==> images/gate_families.png <==
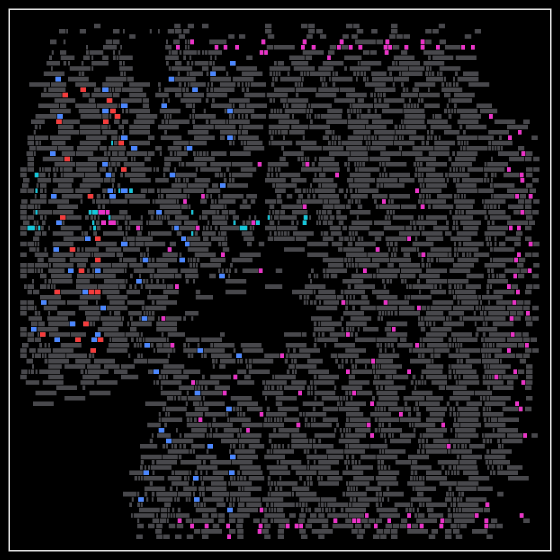
==> images/met2.png <==
The bar under the picture is 100 µm long.
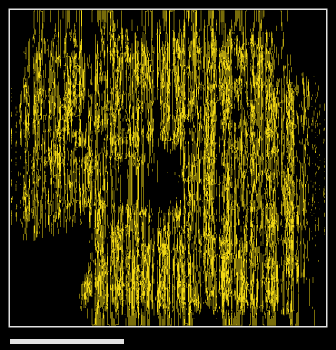
==> images/final_congestion.png <==
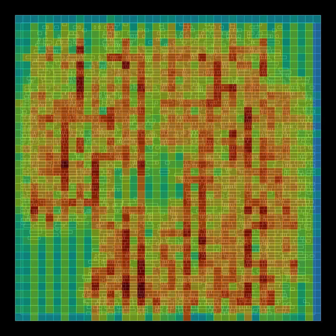
$ cat src/rtl/sb_drain_cache_port_pkg.sv
// Shared definitions for the store-buffer drain cache port: default geometry,
// FSM state encoding and address-field helpers.
package sb_drain_cache_port_pkg;

    localparam int ADDR_WIDTH_DEF = 32;
    localparam int DATA_WIDTH_DEF = 32;
    localparam int NLINES_DEF     = 4;
    localparam int LINE_WORDS_DEF = 4;
    localparam int LINE_WIDTH     = LINE_WORDS_DEF * DATA_WIDTH_DEF;

    typedef enum logic [1:0] {
        ST_IDLE,
        ST_LOOKUP,
        ST_EVICT,
        ST_FILL
    } state_t;

    // Address layout, LSB first: byte offset | word offset | index | tag.
    function automatic int byte_off_bits(int data_w);
        return $clog2(data_w / 8);
    endfunction

    function automatic int line_off_bits(int data_w, int line_words);
        return $clog2(data_w / 8) + $clog2(line_words);
    endfunction

endpackage

$ cat src/rtl/sb_drain_cache_port_if.sv
// Store-buffer drain handshake plus line-granular memory port.
// master = the cache port, slave = store buffer / memory side.
interface sb_drain_cache_port_if #(
    parameter int ADDR_W     = 32,
    parameter int DATA_W     = 32,
    parameter int LINE_WORDS = 4
);
    logic                         sending_data_to_cache;
    logic [ADDR_W+DATA_W-1:0]     data_to_cache;
    logic                         cache_hit;
    logic                         busy;
    logic                         mem_req;
    logic                         mem_we;
    logic [ADDR_W-1:0]            mem_addr;
    logic [LINE_WORDS*DATA_W-1:0] mem_wdata;
    logic [LINE_WORDS*DATA_W-1:0] mem_rdata;
    logic                         mem_ready;

    modport master (
        input  sending_data_to_cache, data_to_cache, mem_rdata, mem_ready,
        output cache_hit, busy, mem_req, mem_we, mem_addr, mem_wdata
    );

    modport slave (
        output sending_data_to_cache, data_to_cache, mem_rdata, mem_ready,
        input  cache_hit, busy, mem_req, mem_we, mem_addr, mem_wdata
    );
endinterface

$ cat src/rtl/sb_cache_array.sv
// Direct-mapped tag/valid/dirty/data storage: one index shared by a
// combinational line read, a word write (marks dirty) and a line fill.
module sb_cache_array #(
    parameter int NLINES     = 4,
    parameter int LINE_WORDS = 4,
    parameter int DATA_W     = 32,
    parameter int TAG_W      = 26,
    localparam int IDX_W     = $clog2(NLINES),
    localparam int WOFF_W    = $clog2(LINE_WORDS),
    localparam int LINE_W    = LINE_WORDS * DATA_W
) (
    input  logic              clk,
    input  logic              reset,
    input  logic [IDX_W-1:0]  idx,
    output logic              rd_valid,
    output logic              rd_dirty,
    output logic [TAG_W-1:0]  rd_tag,
    output logic [LINE_W-1:0] rd_line,
    input  logic              ww_en,
    input  logic [WOFF_W-1:0] ww_woff,
    input  logic [DATA_W-1:0] ww_data,
    input  logic              lw_en,
    input  logic [TAG_W-1:0]  lw_tag,
    input  logic [LINE_W-1:0] lw_line
);
    logic [NLINES-1:0]                              valid;
    logic [NLINES-1:0]                              dirty;
    logic [NLINES-1:0][TAG_W-1:0]                   tags;
    logic [NLINES-1:0][LINE_WORDS-1:0][DATA_W-1:0]  data;

    assign rd_valid = valid[idx];
    assign rd_dirty = dirty[idx];
    assign rd_tag   = tags[idx];
    assign rd_line  = data[idx];

    always_ff @(posedge clk) begin
        if (reset) begin
            valid <= '0;
            dirty <= '0;
        end else if (lw_en) begin
            valid[idx] <= 1'b1;
            dirty[idx] <= 1'b0;
        end else if (ww_en) begin
            dirty[idx] <= 1'b1;
        end
    end

    // Payload needs no reset: valid gates every use of it.
    always_ff @(posedge clk) begin
        if (!reset && lw_en) begin
            tags[idx] <= lw_tag;
            data[idx] <= lw_line;
        end else if (!reset && ww_en) begin
            data[idx][ww_woff] <= ww_data;
        end
    end
endmodule

$ cat src/rtl/sb_drain_cache_port.sv
// Cache-side receiver for store-buffer drains: write-back, write-allocate,
// direct-mapped; acks each stored word with a one-cycle cache_hit.
module sb_drain_cache_port
    import sb_drain_cache_port_pkg::*;
#(
    parameter int SB_ADDR_WIDTH = ADDR_WIDTH_DEF,
    parameter int SB_DATA_WIDTH = DATA_WIDTH_DEF,
    parameter int NLINES        = NLINES_DEF,
    parameter int LINE_WORDS    = LINE_WORDS_DEF
) (
    input  logic                  clk,
    input  logic                  reset,
    sb_drain_cache_port_if.master bus
);
    localparam int BOFF   = byte_off_bits(SB_DATA_WIDTH);
    localparam int LO     = line_off_bits(SB_DATA_WIDTH, LINE_WORDS);
    localparam int IDX_W  = $clog2(NLINES);
    localparam int WOFF_W = $clog2(LINE_WORDS);
    localparam int TAG_W  = SB_ADDR_WIDTH - LO - IDX_W;
    localparam int LINE_W = LINE_WORDS * SB_DATA_WIDTH;

    state_t state, state_nxt;

    logic [SB_ADDR_WIDTH-1:0] in_addr;
    logic [TAG_W-1:0]         req_tag;
    logic [IDX_W-1:0]         req_idx;
    logic [WOFF_W-1:0]        req_woff;
    logic [SB_DATA_WIDTH-1:0] req_data;

    logic              rd_valid, rd_dirty;
    logic [TAG_W-1:0]  rd_tag;
    logic [LINE_W-1:0] rd_line;
    logic              ww_en, lw_en;
    logic              hit, victim_dirty;
    logic              unused_byte_off;

    assign in_addr         = bus.data_to_cache[SB_ADDR_WIDTH+SB_DATA_WIDTH-1:SB_DATA_WIDTH];
    assign unused_byte_off = ^in_addr[BOFF-1:0];

    sb_cache_array #(
        .NLINES     (NLINES),
        .LINE_WORDS (LINE_WORDS),
        .DATA_W     (SB_DATA_WIDTH),
        .TAG_W      (TAG_W)
    ) u_array (
        .clk      (clk),
        .reset    (reset),
        .idx      (req_idx),
        .rd_valid (rd_valid),
        .rd_dirty (rd_dirty),
        .rd_tag   (rd_tag),
        .rd_line  (rd_line),
        .ww_en    (ww_en),
        .ww_woff  (req_woff),
        .ww_data  (req_data),
        .lw_en    (lw_en),
        .lw_tag   (req_tag),
        .lw_line  (bus.mem_rdata)
    );

    assign hit          = rd_valid && (rd_tag == req_tag);
    assign victim_dirty = rd_valid && rd_dirty;

    // Entry is captured only in IDLE; the store buffer holds it until the ack.
    always_ff @(posedge clk) begin
        if (reset) begin
            req_tag  <= '0;
            req_idx  <= '0;
            req_woff <= '0;
            req_data <= '0;
        end else if (state == ST_IDLE && bus.sending_data_to_cache) begin
            req_tag  <= in_addr[SB_ADDR_WIDTH-1:LO+IDX_W];
            req_idx  <= in_addr[LO+IDX_W-1:LO];
            req_woff <= in_addr[LO-1:BOFF];
            req_data <= bus.data_to_cache[SB_DATA_WIDTH-1:0];
        end
    end

    always_ff @(posedge clk) begin
        if (reset) state <= ST_IDLE;
        else       state <= state_nxt;
    end

    always_comb begin
        state_nxt = state;
        case (state)
            ST_IDLE:   if (bus.sending_data_to_cache) state_nxt = ST_LOOKUP;
            ST_LOOKUP: begin
                if (hit)               state_nxt = ST_IDLE;
                else if (victim_dirty) state_nxt = ST_EVICT;
                else                   state_nxt = ST_FILL;
            end
            ST_EVICT:  if (bus.mem_ready) state_nxt = ST_FILL;
            ST_FILL:   if (bus.mem_ready) state_nxt = ST_LOOKUP;
            default:   state_nxt = ST_IDLE;
        endcase
    end

    // After a fill the FSM returns to LOOKUP, so every store is written by the hit path.
    always_comb begin
        bus.cache_hit = 1'b0;
        bus.mem_req   = 1'b0;
        bus.mem_we    = 1'b0;
        bus.mem_addr  = '0;
        bus.mem_wdata = '0;
        ww_en         = 1'b0;
        lw_en         = 1'b0;
        case (state)
            ST_LOOKUP: begin
                bus.cache_hit = hit && !reset;
                ww_en         = hit && !reset;
            end
            ST_EVICT: begin
                bus.mem_req   = 1'b1;
                bus.mem_we    = 1'b1;
                bus.mem_addr  = {rd_tag, req_idx, {LO{1'b0}}};
                bus.mem_wdata = rd_line;
            end
            ST_FILL: begin
                bus.mem_req   = 1'b1;
                bus.mem_addr  = {req_tag, req_idx, {LO{1'b0}}};
                lw_en         = bus.mem_ready;
            end
            default: ;
        endcase
    end

    assign bus.busy = (state != ST_IDLE);
endmodule

$ cat src/flat_wrapper.sv
// flat-port wrapper written by rule: the top's interface ports become plain ports
module sb_drain_cache_port_flat import sb_drain_cache_port_pkg::*;
#(
    parameter int SB_ADDR_WIDTH = ADDR_WIDTH_DEF,
    parameter int SB_DATA_WIDTH = DATA_WIDTH_DEF,
    parameter int NLINES        = NLINES_DEF,
    parameter int LINE_WORDS    = LINE_WORDS_DEF
)
  (clk, reset, bus_sending_data_to_cache, bus_data_to_cache, bus_mem_rdata, bus_mem_ready, bus_cache_hit, bus_busy, bus_mem_req, bus_mem_we, bus_mem_addr, bus_mem_wdata);
  sb_drain_cache_port_if #(.ADDR_W(32), .DATA_W(32), .LINE_WORDS(LINE_WORDS)) bus_i ();
  input  logic clk;
  input  logic reset;
  input wire logic [$bits(bus_i.sending_data_to_cache)-1:0] bus_sending_data_to_cache;
  input wire logic [$bits(bus_i.data_to_cache)-1:0] bus_data_to_cache;
  input wire logic [$bits(bus_i.mem_rdata)-1:0] bus_mem_rdata;
  input wire logic [$bits(bus_i.mem_ready)-1:0] bus_mem_ready;
  output wire logic [$bits(bus_i.cache_hit)-1:0] bus_cache_hit;
  output wire logic [$bits(bus_i.busy)-1:0] bus_busy;
  output wire logic [$bits(bus_i.mem_req)-1:0] bus_mem_req;
  output wire logic [$bits(bus_i.mem_we)-1:0] bus_mem_we;
  output wire logic [$bits(bus_i.mem_addr)-1:0] bus_mem_addr;
  output wire logic [$bits(bus_i.mem_wdata)-1:0] bus_mem_wdata;
  assign bus_i.sending_data_to_cache = bus_sending_data_to_cache;
  assign bus_i.data_to_cache = bus_data_to_cache;
  assign bus_i.mem_rdata = bus_mem_rdata;
  assign bus_i.mem_ready = bus_mem_ready;
  assign bus_cache_hit = bus_i.cache_hit;
  assign bus_busy = bus_i.busy;
  assign bus_mem_req = bus_i.mem_req;
  assign bus_mem_we = bus_i.mem_we;
  assign bus_mem_addr = bus_i.mem_addr;
  assign bus_mem_wdata = bus_i.mem_wdata;
  sb_drain_cache_port #(.SB_ADDR_WIDTH(SB_ADDR_WIDTH), .SB_DATA_WIDTH(SB_DATA_WIDTH), .NLINES(NLINES), .LINE_WORDS(LINE_WORDS)) u_core (.clk(clk), .reset(reset), .bus(bus_i));
endmodule
$ cat config.mk
export PLATFORM = sky130hd
export DESIGN_NAME = sb_drain_cache_port_flat
export DESIGN_NICKNAME = d
export VERILOG_FILES = /design/src/rtl/sb_drain_cache_port_pkg.sv /design/src/rtl/sb_drain_cache_port_if.sv /design/src/rtl/sb_cache_array.sv /design/src/rtl/sb_drain_cache_port.sv /design/src/flat_wrapper.sv
export SDC_FILE = /design/constraint.sdc
export NUM_CORES = 1
export LEC_CHECK = 0
export CAP_MARGIN = 20
export CORE_MARGIN = 5
export CORE_UTILIZATION = 45
export CTS_CLUSTER_SIZE = 25
export DETAILED_ROUTE_END_ITERATION = 8
export PLACE_DENSITY = 0.66
export SYNTH_ARGS = -nofsm -noshare
export SYNTH_HDL_FRONTEND = slang
export SYNTH_SLANG_ARGS = --single-unit
$ cat constraint.sdc
create_clock -name clk -period 13.52 [get_ports clk]
set_clock_uncertainty 0.05 [all_clocks]
set_input_delay 3.38 -clock clk [delete_from_list [all_inputs] [get_ports clk]]
set_output_delay 3.38 -clock clk [all_outputs]
set_load 0.02 [all_outputs]
==> results.tsv <==
stage	metric	value	unit
route	DRT met1 WL	36.6	mm
final_timing	Slew Limit Fails	0	
route	Pre-antenna DRT Iters	6	
logic_synthesis	number of enable flip-flop cells	616	
cells_and_area	Layout fillers	5828	
logic_synthesis	mux share	11.2	%
logic_synthesis	Area leader share	58.1	%
cells_and_area	Inverters	14	
placed_design	GP Congestion	0.831	
cells_and_area	Non-CTS buffers	396	
cells_and_area	Largest register FFs	512	
cells_and_area	Leading cell kind	registers	
clock_tree	CTS max path bufs	3	
cells_and_area	fin area	0.0388	mm²
critical_path	crit path capture type	output pin	
global_routing	grt ovf	0	
placed_design	Setup WS pre-CTS	4.55	ns
cells_and_area	Gate Area	0.0112	mm²
cells_and_area	register area	0.0199	mm²
clock_tree	setup repair bufs after CTS	0	
final_timing	Final Hold Fails	0	
run_status	status	finished, final reports clean	
global_routing	vias in the first global route	23500	
run	max cap viols	0	
power	power density over cell area	137	mW/mm²
cells_and_area	Multi-Input Combinational	1703	
global_routing	pin count of the biggest net entering global routing	108	
critical_path	crit path launch type	input pin	
critical_path	critical path's slowest cell	buf_4	
critical_path	Crit path largest cell delay	0.68	ns
global_routing	GRT Max-Usage Layer	met2	
final_timing	Max Freq	111	MHz
power	Leak Pwr	13.1	nW
critical_path	FF-to-FF path depth	8	
final_timing	part of the cycle the worst path needs	66.5	%
cells_and_area	Top Layout Cells	nand2_1, edfxtp_1, o21ai_0, clkdlybuf4s50_1, mux4_2	
Notes on gate_families.png above:
AND and OR gates: shown in magenta, cells 135, where all over the die. AND-OR and OR-AND gates: shown in blue, cells 63. NOR gates: shown in cyan, cells 21. XOR/XNOR gates: shown in red, cells 24.

Notes on met2.png above:
The wires run mostly vertical. The layer carries 48.9 mm of wire. The layer holds 49% of the routed length. 2606 nets have wire on it. The longest straight run is 93.3 µm.

Notes on final_congestion.png above:
Tot GR Track Use: 25.1%
met2 Resource Use GR: 41.7%
grt met3 use: 7.17%
Final Util: 55.2%
drt wl/cell: 25.5 µm

Power and IR drop assume default switching activity.
